wires.png
Only two layers are drawn.
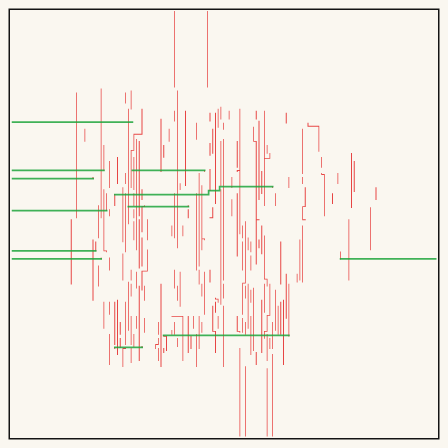
layer_met1.png
Supply wires on this layer in grey.
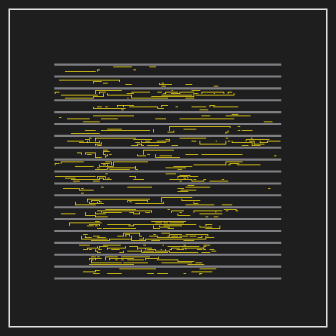
Design onehot0_rr_arbiter, sky130hd; sources not shown.
==> results_slide.txt <==
Implementation Results

Power
  • Pwr Density: 1911 nW/um2
  • Maximum VDD drop: 1126 uV
  • Pleak: a little under 0.0007 uW
  • Total power: roughly 2600 uW

Setup path
  • Worst Reg2Reg Path Length in Cells: 10
  • Crit. End Element: primary output
  • Largest stage delay, worst path: around 0.52 ns
  • Worst-path cell chain: clkdlybuf4s50_1
  • R2r setup slk: roughly 0.12 ns
  • Critical path fanouts, max: 2
  • Buffers & Inverters on Critical Path: 1
  • Critical path depth in cells: 1
  • Critical path's slowest cell: clkdlybuf4s50_1
  • Crit path DRT: 1.28 ns
  • Crit path kind: register to primary output
  • Critical path's top delay family: buffers and inverters
  • Critical Path Start Type: register
  • CP Data Arrival Time: about 1.2 ns

Job
  • Tool warnings: 26
  • Max cap viols: 0

Synthesis
  • Post-synth ARST share: 1.000
  • Dominant Register Cell: dfrtp_1
  • Syn_area_per_cell: about 8.2 um2
  • Synth Instances: 134
  • Area reported by Yosys stat: 1096 um2
  • Post-synthesis sequential area ratio: 0.4566
  • Number of flops mapped to enable cells by yosys: 0
  • Yosys warning tally: 0
  • Floorplan Nets: about 140
  • Yosys cell types: 26
  • Post-Syn Area: between 1000 and 1500 um2
  • Yosys Instances: 134
  • FF+latch count, synth: 20

Global route
  • Vias in the first global route: just under 900
  • First-pass GRT wire length: 4133 um
  • Tot GR Track Use: 0.09496
  • Antenna violations before repair: 0
  • Remaining Overflow, GRT: 0
  • Largest net degree at the start of global routing: 21

Final layout
  • Filler instances: ~230
  • Area occupied by registers: approximately 500 um2
  • Antenna diodes: 0
  • Share of layout cells above drive strength 1: 0.2372
  • Final Util: 0.5285
  • Gate Area: a little over 500 um2
  • Area Overhead vs Synth: 22.72%
  • Max reg flops: 8
  • # nets final: 165

CTS
  • Reg clk slew, reported paths: roughly 0.11 ns
  • CTS sink cnt: 20
  • CTS max path bufs: 2
  • Root Driver: clkbuf_4
  • Late-Pin Clk Latency: ~0.30 ns
  • CTS tree: built
  • Htree depth: 1

Floorplanning
  • Pre-Place Util: 0.4307
  • IO Pins: 13
  • Die width: around 72 um
  • Core area: between 2000 and 3000 um2
  • Die ar.: ~5200 um2
  • Die H: approximately 72 um
  • # rows: 18

Place
  • IO buf count: 12
  • Final Wtd Congestion: around 0.76
  • HPWL after detailed placement: 1762 um

Final timing
  • Period utilization: 0.9404
  • Final Skew: approximately 0.0042 ns
  • Fin Setup TNS: 0 ns
  • Slew margin rel.: 0.8294
  • Final hold vios: 0
  • Max Slew Vio Count: 0
  • Fmax achieved: about 0.66 GHz
  • Final setup violation count: 0
  • Post-layout min period: roughly 1.5 ns
  • Worst slew pin tran: approximately 0.26 ns

Run status
  • Status: completed

Drt
  • Iteration-0 DRC Markers: 29
  • ANT nets after route: 0
  • Drt pass-1 iters: 4
  • WL per Instance: around 12 um
  • Drt via density: just under 5

Min path
  • Worst min path class: input pin to async pin
Back to the opening pictures, wires.png:
colour	layer	wire length
green	metal 3	186 um
red	metal 2	1080 um
Detailed Route WL: 2296 um
vias: 910

Back to the opening pictures, layer_met1.png:
main direction	horizontal
wire length on this layer	1020 um
longest straight run	14.3 um
share of all routed wire	45%
GR met1 Demand/Resource: 0.1219

## placed cells by master (no fill, tap or decap), drive strengths merged
master | synthesis | layout
nand2 | 47 | 47
o211ai | 1 | 1
o21bai | 1 | 1
nand4 | 4 | 4
ha | 2 | 2
dfrtp | 20 | 20
o31ai | 1 | 1
xnor2 | 1 | 1
nand3 | 13 | 13
nor2 | 14 | 14
inv | 19 | 19
clkbuf | 0 | 4
buf | 1 | 7
and2 | 1 | 1
clkdlybuf4s50 | 0 | 12
mux2i | 1 | 1
a21oi | 2 | 2
o21ai | 5 | 5
nand3b | 1 | 1
## where the power goes
group / leakage, uW / switching, uW / internal, uW
registers: 0.000258 / 155 / 665
clock network: 0.0000210 / 151 / 139
logic: 0.000403 / 839 / 622
## cell type report
cell class	count	share of cell area
clock buffer	4	0.02698
inverter	19	0.05674
sequential	20	0.3740
multi-input combinational	94	0.3860
tap	30	0.02791
timing repair buffer	19	0.1284
## Yosys cell counts (2+ instances only)
| master | number | area (um2) |
|---|---|---|
| nand2_1 | 37 | 138.9 |
| inv_1 | 17 | 63.81 |
| nor2_1 | 14 | 52.55 |
| o21ai_1 | 3 | 15.01 |
| nand2_2 | 9 | 56.30 |
| dfrtp_1 | 20 | 500.5 |
| nand4_1 | 3 | 18.77 |
| ha_1 | 2 | 25.02 |
| a21oi_1 | 2 | 10.01 |
| nand3_1 | 9 | 45.04 |
| nand3_2 | 3 | 30.03 |
## kinds of logic after synthesis
logic type | count (synthesis) | share of synthesized area
AOI/OAI and AO/OA | 10 | 0.05936
xor gates and xnor gates | 1 | 0.007992
adders and majority gates | 2 | 0.02283
buffers and inverters | 20 | 0.07991
DFF | 20 | 0.4566
muxes | 1 | 0.009133
and+or+nand+nor | 80 | 0.3642
## per-stage QoR
stage / instances / setup slack, ns / area, um2 / hold WS (ns)
CTS: 185 / 0.03055 / 1324 / 0.3433
detailed placement: 181 / -0.1709 / 1287 / 0.4674
global placement: 181 / -0.1472 / 1287 / 0.4623
finish: 186 / 0.09540 / 1345 / 0.3417
floorplan: 134 / 0.2856 / 1096 / 0.02441
global route: 186 / -0.01413 / 1345 / 0.3330
## metal layers
metal	GRT usage	vias to the layer above	wire (um)	share of wire
met5	0	-	0	0
met4	0.01290	0	8	0.0035
met3	0.04762	2	186	0.081
met2	0.1419	17	1079	0.47
met1	0.1219	423	1022	0.45
li1	-	468	-	-
Power is estimated from default activity; no workload was simulated.
